Figure 1. Pin placement (run 1).
Pins as bars across the die edge, other pins in grey.
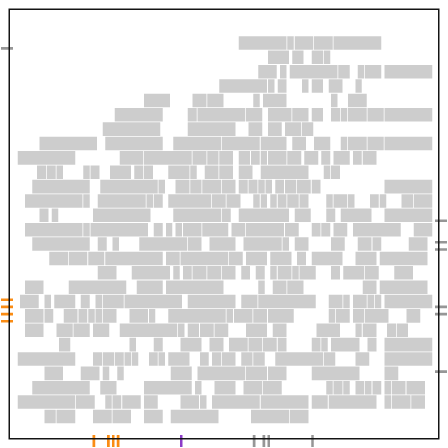
Figure 2. Track usage over the die (run 1).
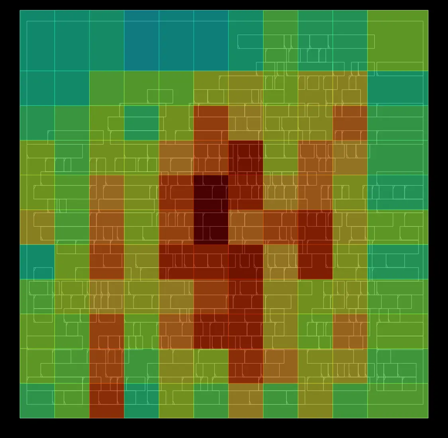
Figure 3. Where the registers sit (run 1).
Other sequential cells in the stronger grey, the rest of the logic in the fainter grey.
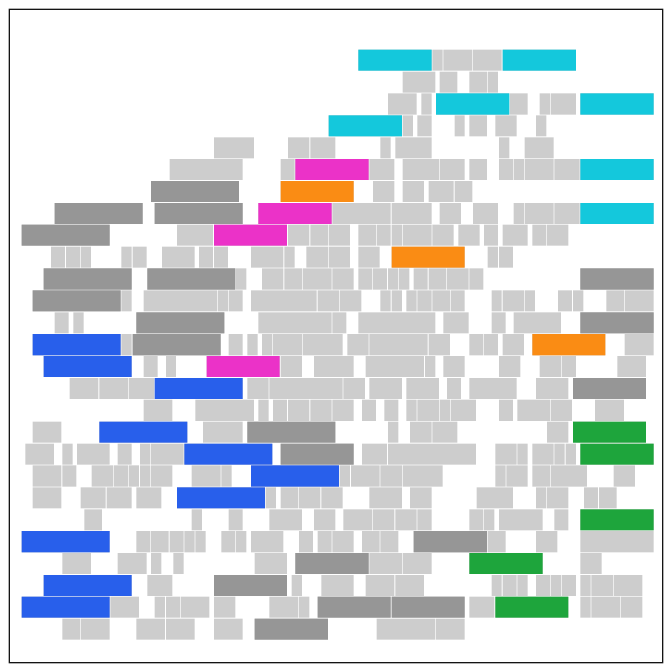
$ cat config.mk
export PLATFORM = sky130hd
export DESIGN_NAME = bmc_tx
export DESIGN_NICKNAME = d
export VERILOG_FILES = /design/src/rtl/bmc_tx_pkg.sv /design/src/rtl/bmc_tx_crc32.sv /design/src/rtl/bmc_tx.sv
export SDC_FILE = /design/constraint.sdc
export NUM_CORES = 1
export LEC_CHECK = 0
export CORE_UTILIZATION = 45
export DETAILED_ROUTE_END_ITERATION = 10
export PLACE_DENSITY = 0.66
export SETUP_SLACK_MARGIN = 0.05
export SLEW_MARGIN = 20
export SYNTH_ARGS = -nofsm -noshare
export SYNTH_HDL_FRONTEND = slang
export SYNTH_SLANG_ARGS = --single-unit
$ cat constraint.sdc
create_clock -name clk -period 2.7 [get_ports clk]
set_clock_uncertainty 0.15 [all_clocks]
set_input_delay 0.54 -clock clk [delete_from_list [all_inputs] [get_ports clk]]
set_output_delay 0.54 -clock clk [all_outputs]
set_load 0.05 [all_outputs]
$ cat src/rtl/bmc_tx_pkg.sv
// Shared types and constants for the USB-PD BMC transmitter (4b5b table, K-codes, FSM states, CRC-32).
package bmc_tx_pkg;

    typedef enum logic [2:0] {
        ST_IDLE,
        ST_PRE,
        ST_DATA,
        ST_CRC,
        ST_EOP,
        ST_TAIL
    } state_e;

    localparam logic [4:0] K_SYNC1 = 5'b11000;
    localparam logic [4:0] K_SYNC2 = 5'b10001;
    localparam logic [4:0] K_RST1  = 5'b00111;
    localparam logic [4:0] K_EOP   = 5'b01101;

    localparam logic [31:0] CRC_POLY      = 32'h04C1_1DB7;
    localparam logic [31:0] CRC_POLY_REFL = 32'hEDB8_8320;
    localparam logic [31:0] CRC_INIT      = 32'hFFFF_FFFF;
    localparam logic [31:0] CRC_RESIDUE   = 32'hDEBB_20E3;

    function automatic logic [4:0] enc4b5b(input logic [3:0] nib);
        logic [4:0] sym;
        case (nib)
            4'h0: sym = 5'b11110;
            4'h1: sym = 5'b01001;
            4'h2: sym = 5'b10100;
            4'h3: sym = 5'b10101;
            4'h4: sym = 5'b01010;
            4'h5: sym = 5'b01011;
            4'h6: sym = 5'b01110;
            4'h7: sym = 5'b01111;
            4'h8: sym = 5'b10010;
            4'h9: sym = 5'b10011;
            4'hA: sym = 5'b10110;
            4'hB: sym = 5'b10111;
            4'hC: sym = 5'b11010;
            4'hD: sym = 5'b11011;
            4'hE: sym = 5'b11100;
            default: sym = 5'b11101;
        endcase
        return sym;
    endfunction

endpackage

$ cat src/rtl/bmc_tx_crc32.sv
// Byte-wide reflected CRC-32 accumulator with clear and update strobes (used only with BMC_TX_CRC_EN).
module bmc_tx_crc32
    import bmc_tx_pkg::*;
(
    input  logic        clk_i,
    input  logic        rstz_i,
    input  logic        clr_i,
    input  logic        upd_i,
    input  logic [7:0]  byte_i,
    output logic [31:0] crc_o
);

    logic [31:0] crc_q;
    logic [31:0] crc_d;

    always_comb begin
        crc_d = crc_q ^ {24'd0, byte_i};
        for (int i = 0; i < 8; i++) begin
            crc_d = crc_d[0] ? ((crc_d >> 1) ^ CRC_POLY_REFL) : (crc_d >> 1);
        end
    end

    always_ff @(posedge clk_i or negedge rstz_i) begin
        if (!rstz_i) begin
            crc_q <= CRC_INIT;
        end else if (clr_i) begin
            crc_q <= CRC_INIT;
        end else if (upd_i) begin
            crc_q <= crc_d;
        end
    end

    assign crc_o = crc_q;

endmodule

$ cat src/rtl/bmc_tx.sv
// USB-PD BMC transmitter: preamble, 4b5b items from a valid/ready stream, low tail.
// Define BMC_TX_CRC_EN to append CRC-32 and EOP automatically after the last item.
module bmc_tx
    import bmc_tx_pkg::*;
#(
    parameter int HALF_UI       = 20,
    parameter int PREAMBLE_BITS = 64,
    parameter int HOLD_UI       = 1
) (
    input  logic       clk,
    input  logic       rstz,
    input  logic       i_start,
    input  logic       i_vld,
    input  logic       i_kcode,
    input  logic [7:0] i_byte,
    input  logic       i_last,
    output logic       o_rdy,
    output logic       o_tx_en,
    output logic       o_tx_dat,
    output logic       o_busy,
    output logic       o_done,
    output logic       o_underrun
);

    localparam int CNT_W = $clog2(HALF_UI + 1);
    localparam int BIT_W = $clog2(PREAMBLE_BITS + HOLD_UI + 1);

    state_e           state_q;
    logic [CNT_W-1:0] cnt_q;
    logic             half_q, line_q, tx_en_q, done_q, underrun_q, last_q;
    logic [BIT_W-1:0] bit_q;
    logic [3:0]       left_q, nxt_len_q;
    logic             nxt_vld_q, nxt_last_q;
    logic [9:0]       nxt_sym_q, sh_q;

    logic       tick, mid, boundary, cur_bit, pre_end, req_win, window, hs;
    logic       load_nxt, underrun, last_end, shift, start_go;
    logic       ld, ld_last, to_tail;
    logic [9:0] in_sym, ld_sym;
    logic [3:0] in_len, ld_len;
    state_e     ld_state;

    assign tick     = (cnt_q == CNT_W'(HALF_UI - 1));
    assign mid      = tick && !half_q;
    assign boundary = tick && half_q;
    assign cur_bit  = (state_q == ST_PRE) ? bit_q[0] : sh_q[0];
    assign pre_end  = (state_q == ST_PRE) && (bit_q == BIT_W'(PREAMBLE_BITS - 1));
    // The next item is requested only while the preamble or a non-final item is ending.
    assign req_win  = pre_end || ((state_q == ST_DATA) && (left_q == 4'd1) && !last_q);
    assign window   = half_q && req_win && !nxt_vld_q;
    assign hs       = i_vld && window;
    assign load_nxt = boundary && req_win && (nxt_vld_q || hs);
    assign underrun = boundary && req_win && !(nxt_vld_q || hs);
    assign last_end = boundary && (state_q == ST_DATA) && (left_q == 4'd1) && last_q;
    assign shift    = boundary && (left_q > 4'd1) &&
                      (state_q == ST_DATA || state_q == ST_CRC || state_q == ST_EOP);
    assign start_go = (state_q == ST_IDLE) && i_start;

    assign in_sym = i_kcode ? {5'd0, i_byte[4:0]} : {enc4b5b(i_byte[7:4]), enc4b5b(i_byte[3:0])};
    assign in_len = i_kcode ? 4'd5 : 4'd10;

`ifdef BMC_TX_CRC_EN
    logic [1:0]  crc_idx_q, crc_sel;
    logic [31:0] crc_raw, crc_fin;
    logic [7:0]  crc_byte;
    logic        crc_next, eop_start, eop_end;

    assign crc_next  = boundary && (state_q == ST_CRC) && (left_q == 4'd1) && (crc_idx_q != 2'd3);
    assign eop_start = boundary && (state_q == ST_CRC) && (left_q == 4'd1) && (crc_idx_q == 2'd3);
    assign eop_end   = boundary && (state_q == ST_EOP) && (left_q == 4'd1);
    assign crc_sel   = last_end ? 2'd0 : crc_idx_q + 2'd1;
    assign crc_fin   = ~crc_raw;
    assign crc_byte  = crc_fin[{crc_sel, 3'b000} +: 8];

    bmc_tx_crc32 u_crc (
        .clk_i  (clk),
        .rstz_i (rstz),
        .clr_i  (start_go),
        .upd_i  (hs && !i_kcode),
        .byte_i (i_byte),
        .crc_o  (crc_raw)
    );

    always_ff @(posedge clk or negedge rstz) begin
        if (!rstz) begin
            crc_idx_q <= 2'd0;
        end else if (last_end) begin
            crc_idx_q <= 2'd0;
        end else if (crc_next) begin
            crc_idx_q <= crc_idx_q + 2'd1;
        end
    end
`endif

    always_comb begin
        ld       = 1'b0;
        ld_sym   = '0;
        ld_len   = 4'd0;
        ld_last  = 1'b1;
        ld_state = ST_DATA;
        to_tail  = underrun;
        if (load_nxt) begin
            ld      = 1'b1;
            ld_sym  = nxt_vld_q ? nxt_sym_q  : in_sym;
            ld_len  = nxt_vld_q ? nxt_len_q  : in_len;
            ld_last = nxt_vld_q ? nxt_last_q : i_last;
        end
`ifdef BMC_TX_CRC_EN
        else if (last_end || crc_next) begin
            ld       = 1'b1;
            ld_sym   = {enc4b5b(crc_byte[7:4]), enc4b5b(crc_byte[3:0])};
            ld_len   = 4'd10;
            ld_state = ST_CRC;
        end else if (eop_start) begin
            ld       = 1'b1;
            ld_sym   = {5'd0, K_EOP};
            ld_len   = 4'd5;
            ld_state = ST_EOP;
        end
        to_tail = underrun || eop_end;
`else
        to_tail = underrun || last_end;
`endif
    end

    always_ff @(posedge clk or negedge rstz) begin
        if (!rstz) begin
            state_q    <= ST_IDLE;
            cnt_q      <= '0;
            half_q     <= 1'b0;
            line_q     <= 1'b0;
            tx_en_q    <= 1'b0;
            done_q     <= 1'b0;
            underrun_q <= 1'b0;
            last_q     <= 1'b0;
            bit_q      <= '0;
            left_q     <= 4'd0;
            nxt_len_q  <= 4'd0;
            nxt_vld_q  <= 1'b0;
            nxt_last_q <= 1'b0;
        end else begin
            done_q     <= 1'b0;
            underrun_q <= 1'b0;
            if (hs) begin
                nxt_vld_q  <= 1'b1;
                nxt_last_q <= i_last;
                nxt_len_q  <= in_len;
            end
            if (state_q != ST_IDLE) begin
                cnt_q <= tick ? '0 : cnt_q + 1'b1;
                if (tick) half_q <= ~half_q;
            end
            case (state_q)
                ST_IDLE: begin
                    if (i_start) begin
                        state_q   <= ST_PRE;
                        tx_en_q   <= 1'b1;
                        line_q    <= 1'b1;
                        cnt_q     <= '0;
                        half_q    <= 1'b0;
                        bit_q     <= '0;
                        last_q    <= 1'b0;
                        nxt_vld_q <= 1'b0;
                    end
                end
                ST_TAIL: begin
                    if (boundary) begin
                        if (bit_q == BIT_W'(HOLD_UI - 1)) begin
                            state_q <= ST_IDLE;
                            tx_en_q <= 1'b0;
                            done_q  <= 1'b1;
                        end else begin
                            bit_q <= bit_q + 1'b1;
                        end
                    end
                end
                default: begin
                    if (mid && cur_bit) line_q <= ~line_q;
                    if (boundary) begin
                        if (to_tail) begin
                            state_q    <= ST_TAIL;
                            line_q     <= 1'b0;
                            bit_q      <= '0;
                            underrun_q <= underrun;
                        end else begin
                            line_q <= ~line_q;
                            if (state_q == ST_PRE && !pre_end) bit_q <= bit_q + 1'b1;
                            if (ld) begin
                                state_q <= ld_state;
                                left_q  <= ld_len;
                                last_q  <= ld_last;
                            end else begin
                                left_q <= left_q - 4'd1;
                            end
                            if (load_nxt) nxt_vld_q <= 1'b0;
                        end
                    end
                end
            endcase
        end
    end

    // Symbol shift data carries no reset; it is always loaded before it is read.
    always_ff @(posedge clk) begin
        if (hs) nxt_sym_q <= in_sym;
        if (ld) begin
            sh_q <= ld_sym;
        end else if (shift) begin
            sh_q <= sh_q >> 1;
        end
    end

    assign o_rdy      = window;
    assign o_tx_en    = tx_en_q;
    assign o_tx_dat   = line_q & tx_en_q;
    assign o_busy     = (state_q != ST_IDLE);
    assign o_done     = done_q;
    assign o_underrun = underrun_q;

endmodule

==> changes_impl.md, run 1 <==
### Changed

* Dpl hpwl at about 4300 µm
* Cells after DPL at 382
* Max Used Layer: met4
* Site Rows at 28
* Slew Limit Headroom at about two thirds
* Max_cap viols at 0
* Worst Hold End: nxt_len_q[2]$_DFFE_PN0P_
* Clock group power at 0.000526 W
* Flop pwr share at between 50% and 60%
* Total die size at about 0.0066 mm²
* Net Sw Power at around 0.00028 W
* Cell variety after synth at around 57
* Final setup viols at 10
* Status: finished with violations
* Final WS setup at -158.3 ps
* Main flop type: dfrtp_1
* GR Util met1 at between 20% and 30%
* Worst Hold Class: reg -> reg
* Crit-path slowest cell: or4b_4
* Busiest grt layer: met2
* Non-clk invs at 18
* N_diodes at 0
* Synthesis area per yosys at between 0.002 and 0.003 mm²
* Post-synth EDFFs at 20
* Violated checks: setup timing
About Figure 1:
- purple: i_kcode (pins 1; direction input; edge south)
- orange: i_byte (pins 8; direction input; edge 4 west, 4 south)
- all pins by edge: 9 south, 6 east, 5 west
IO buf count: 19
Die H: 81.04 µm
Die Wd: 81.04 µm

About Figure 2:
end-of-flow core utilization: 61.22%
met2 Track Usage GR: 37.73%

About Figure 3:
- green: cnt_q (sequential cells 5; where south-east)
- blue: nxt_sym_q (sequential cells 10)
- orange: state_q (sequential cells 3)
- cyan: bit_q (sequential cells 7; where north-east)
- magenta: left_q (sequential cells 4)
register area: 0.001326 mm²
power in sequential cells: 0.000773 W

Figure 4. Clock network drawn from the DEF (run 1).
Scale bar: 20 µm.
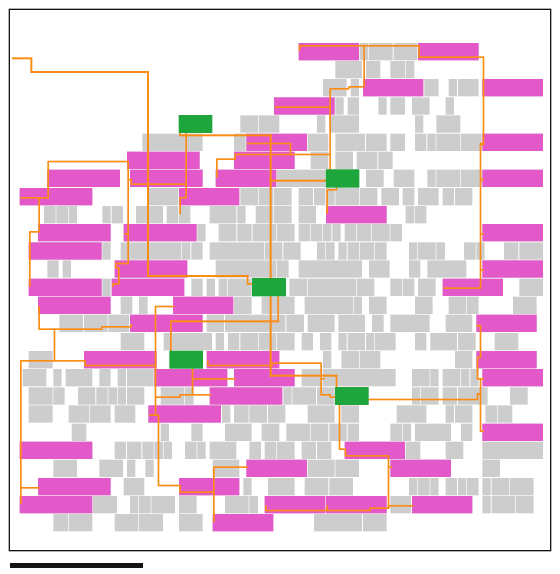

==> run 2: changes to the inputs <==
- CORE_UTILIZATION: 45 -> 53
- GPL_ROUTABILITY_DRIVEN: unset -> 0
- PLACE_DENSITY: 0.66 -> 0.76
- SYNTH_HIERARCHICAL: unset -> 1
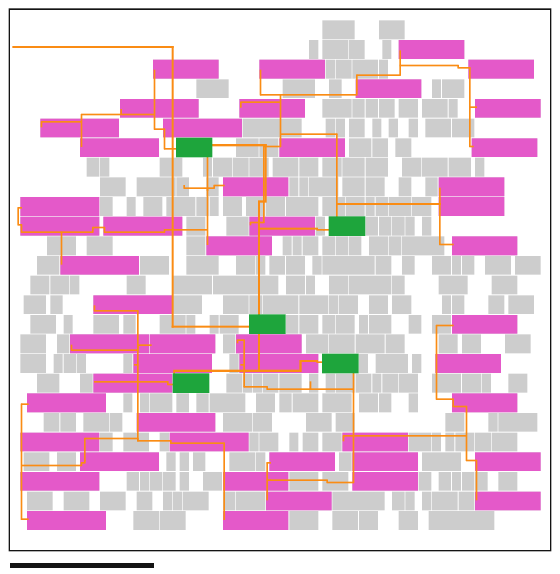
Figure 5: run 2, clock network drawn from the DEF.
Scale bar: 20 µm.
- green: cells driving clock nets (count 5)
- orange: clock wires (length 598 µm)
- magenta: flip-flops (count 49)
- flops lie: spread over the die
- routed clock nets: 6
Clock power frac: 33.4%
clock group power: 0.000420 W

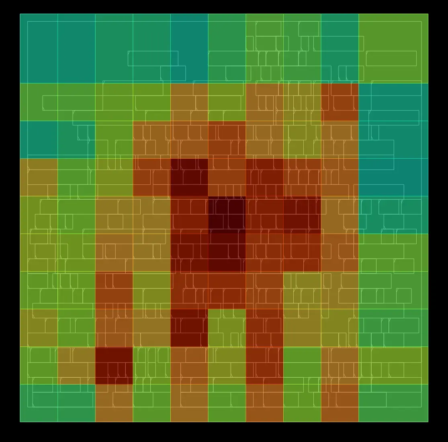
Figure 6: run 2, track usage over the die.
met2 Track Usage GR: 43.54%
busiest grt layer: met2
GR Util met1: 30.86%
drt wl/cell: 17.08 µm
Total Routing Usage GR: 25.92%

==> changes_impl.md, run 2 <==
### Changed

* Status: finished with violations
* Violated checks: setup timing
* CP max FO at 8
* Clock network share of area at under 10%
* Total die size at 0.005600 mm² (-15%)
* Max Used Layer: met4
* PostCTS Resize Cnt at 11
* Power Total at 0.001257 W
* Non-clk invs at 18 (unchanged)
* End-of-flow core utilization at 68.91% (+7.7 points)
* Power Internal at between 0.0009 and 0.001 W
* IO buf count at 19 (unchanged)
* Tool warnings at 31
* Final WS setup at -140.5 ps (+17.82 ps)
* Cells after DPL at 379 (-0.79%)
* Net Sw Power at 0.0002786 W (-1.7%)
* N_diodes at 0 (unchanged)
* Power in sequential cells at 0.000773 W (about the same)
* Worst Hold Class: reg -> reg
* Cell variety after synth at 57 (unchanged)
* Core Util at FP at 55.05%
* Flop pwr share at 61.5% (+4.7 points)
* Post-synth EDFFs at 20 (unchanged)
* Crit-path slowest cell: or4b_4
* Critical path class: reg -> reg
* Worst Hold End: nxt_last_q$_DFFE_PN0P_
* Dpl hpwl at 4442 µm (+4.4%)
* Syn Nets at 298
* Synthesis area per yosys at 0.002811 mm² (unchanged)
* Final setup viols at 9 (-1)
* Site Rows at 26 (-7.1%)
* Die H at 74.83 µm (-7.7%)
* Drc violations at 0
* Slew Limit Headroom at 66.58% (about the same)
* Flop count at between 40 and 50
* Register area share after synthesis at ~47%
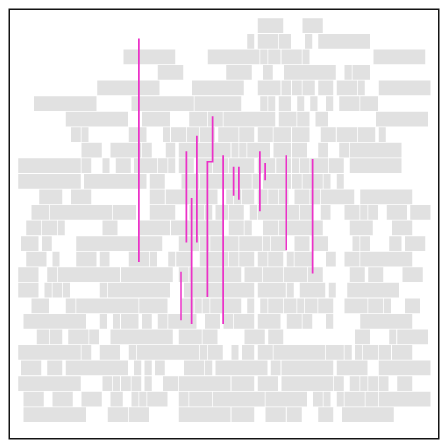
Figure 7: run 2, met4 routing.
- share of all routed wire: 3.2%
- wire length on this layer: 223 µm
- main direction: vertical
- longest straight run: 38.8 µm
- nets with wire on the layer: 13
WL final: 6899 µm
routed vias: 2451

Figure 8. Where the registers sit (run 2).
Other sequential cells in the stronger grey, the rest of the logic in the fainter grey.
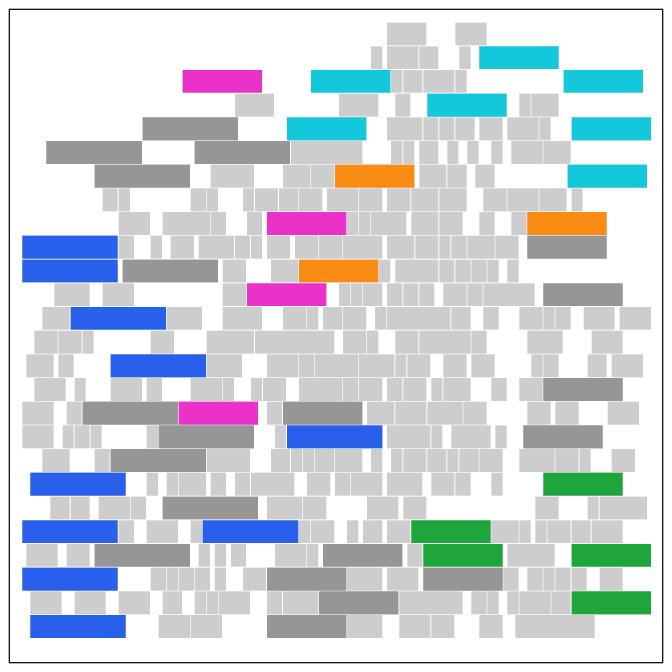

==> run 3: changes to the inputs <==
--- a/config.mk
+++ b/config.mk
@@ -10,5 +10,5 @@
 export GPL_ROUTABILITY_DRIVEN = 0
+export HOLD_SLACK_MARGIN = 0.02
 export PLACE_DENSITY = 0.76
 export SETUP_SLACK_MARGIN = 0.05
-export SLEW_MARGIN = 20
 export SYNTH_ARGS = -nofsm -noshare
--- a/constraint.sdc
+++ b/constraint.sdc
@@ -4,2 +4,2 @@
 set_output_delay 0.54 -clock clk [all_outputs]
-set_load 0.05 [all_outputs]
+set_load 0.005 [all_outputs]
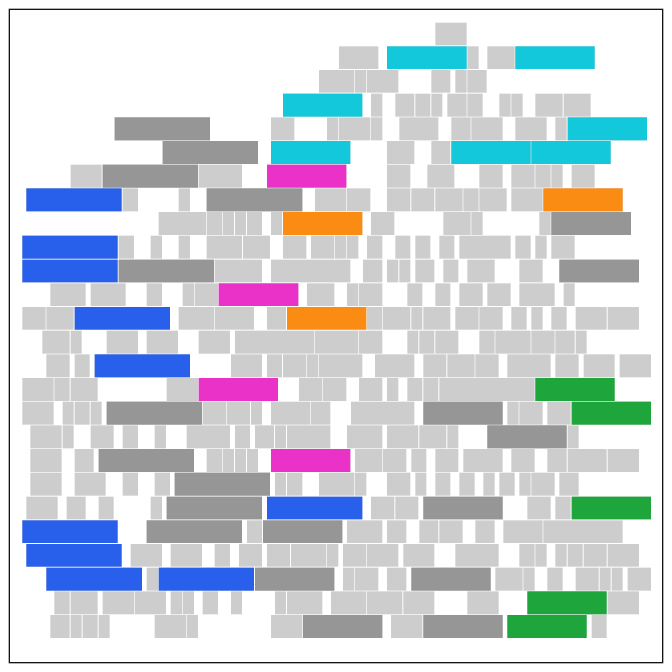
Figure 9: run 3, where the registers sit.
Other sequential cells in the stronger grey, the rest of the logic in the fainter grey.
- green: cnt_q (sequential cells 5; where south-east)
- orange: state_q (sequential cells 3)
- blue: nxt_sym_q (sequential cells 10)
- magenta: left_q (sequential cells 4; where centre)
- cyan: bit_q (sequential cells 7)
- not coloured: 20
end-of-flow core utilization: 69.16%
flop share of the area: 37.55%

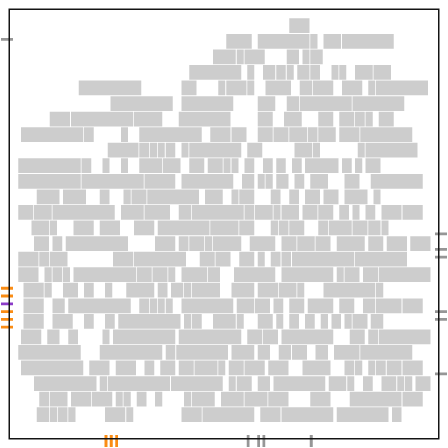
Figure 10: run 3, pin placement.
Pins as bars across the die edge, other pins in grey.
- orange: i_byte (pins 8; direction input; edge 5 west, 3 south)
- purple: i_kcode (pins 1; direction input; edge west)
Die Wd: 74.83 µm
Die H: 74.83 µm

==> changes_impl.md, run 3 <==
### Changed

* Status: finished with violations
* Violated checks: setup timing
* Flop pwr share at 56.3% (-5.2 points)
* Final setup viols at 1 (-8)
* Busiest grt layer: met2
* Clock network share of area at 3.153% (+0.84 points)
* Drt wl/cell at 15.85 µm (-7.2%)
* Worst Hold Class: reg -> reg
* Net Sw Power at 0.0002923 W (+4.9%)
* Clock group power at 0.000537 W (+28%)
* IO buf count at 19 (unchanged)
* Core Util at FP at 55.05% (unchanged)
* Site Rows at 26 (unchanged)
* N_diodes at 0 (unchanged)
* Total Routing Usage GR at 25.24% (-0.68 points)
* Cells after DPL at 393 (+3.7%)
* CP max FO at 2 (-6)
* Synthesis area per yosys at 0.002811 mm² (unchanged)
* Final WS setup at -61.47 ps (+79.06 ps)
* Register area share after synthesis at 47.17% (unchanged)
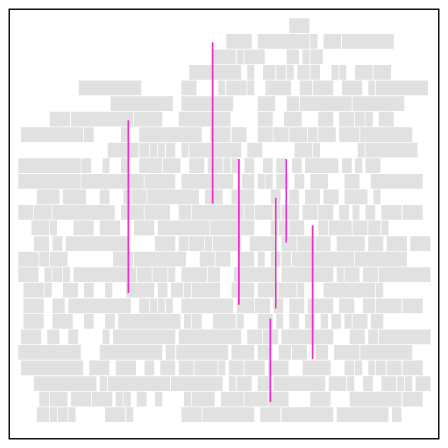
Figure 11: run 3, met4 routing.
- longest straight run: 29.9 µm
- nets with wire on the layer: 6
WL final: 6419 µm
routed vias: 2364

Power is estimated from default activity; no workload was simulated.
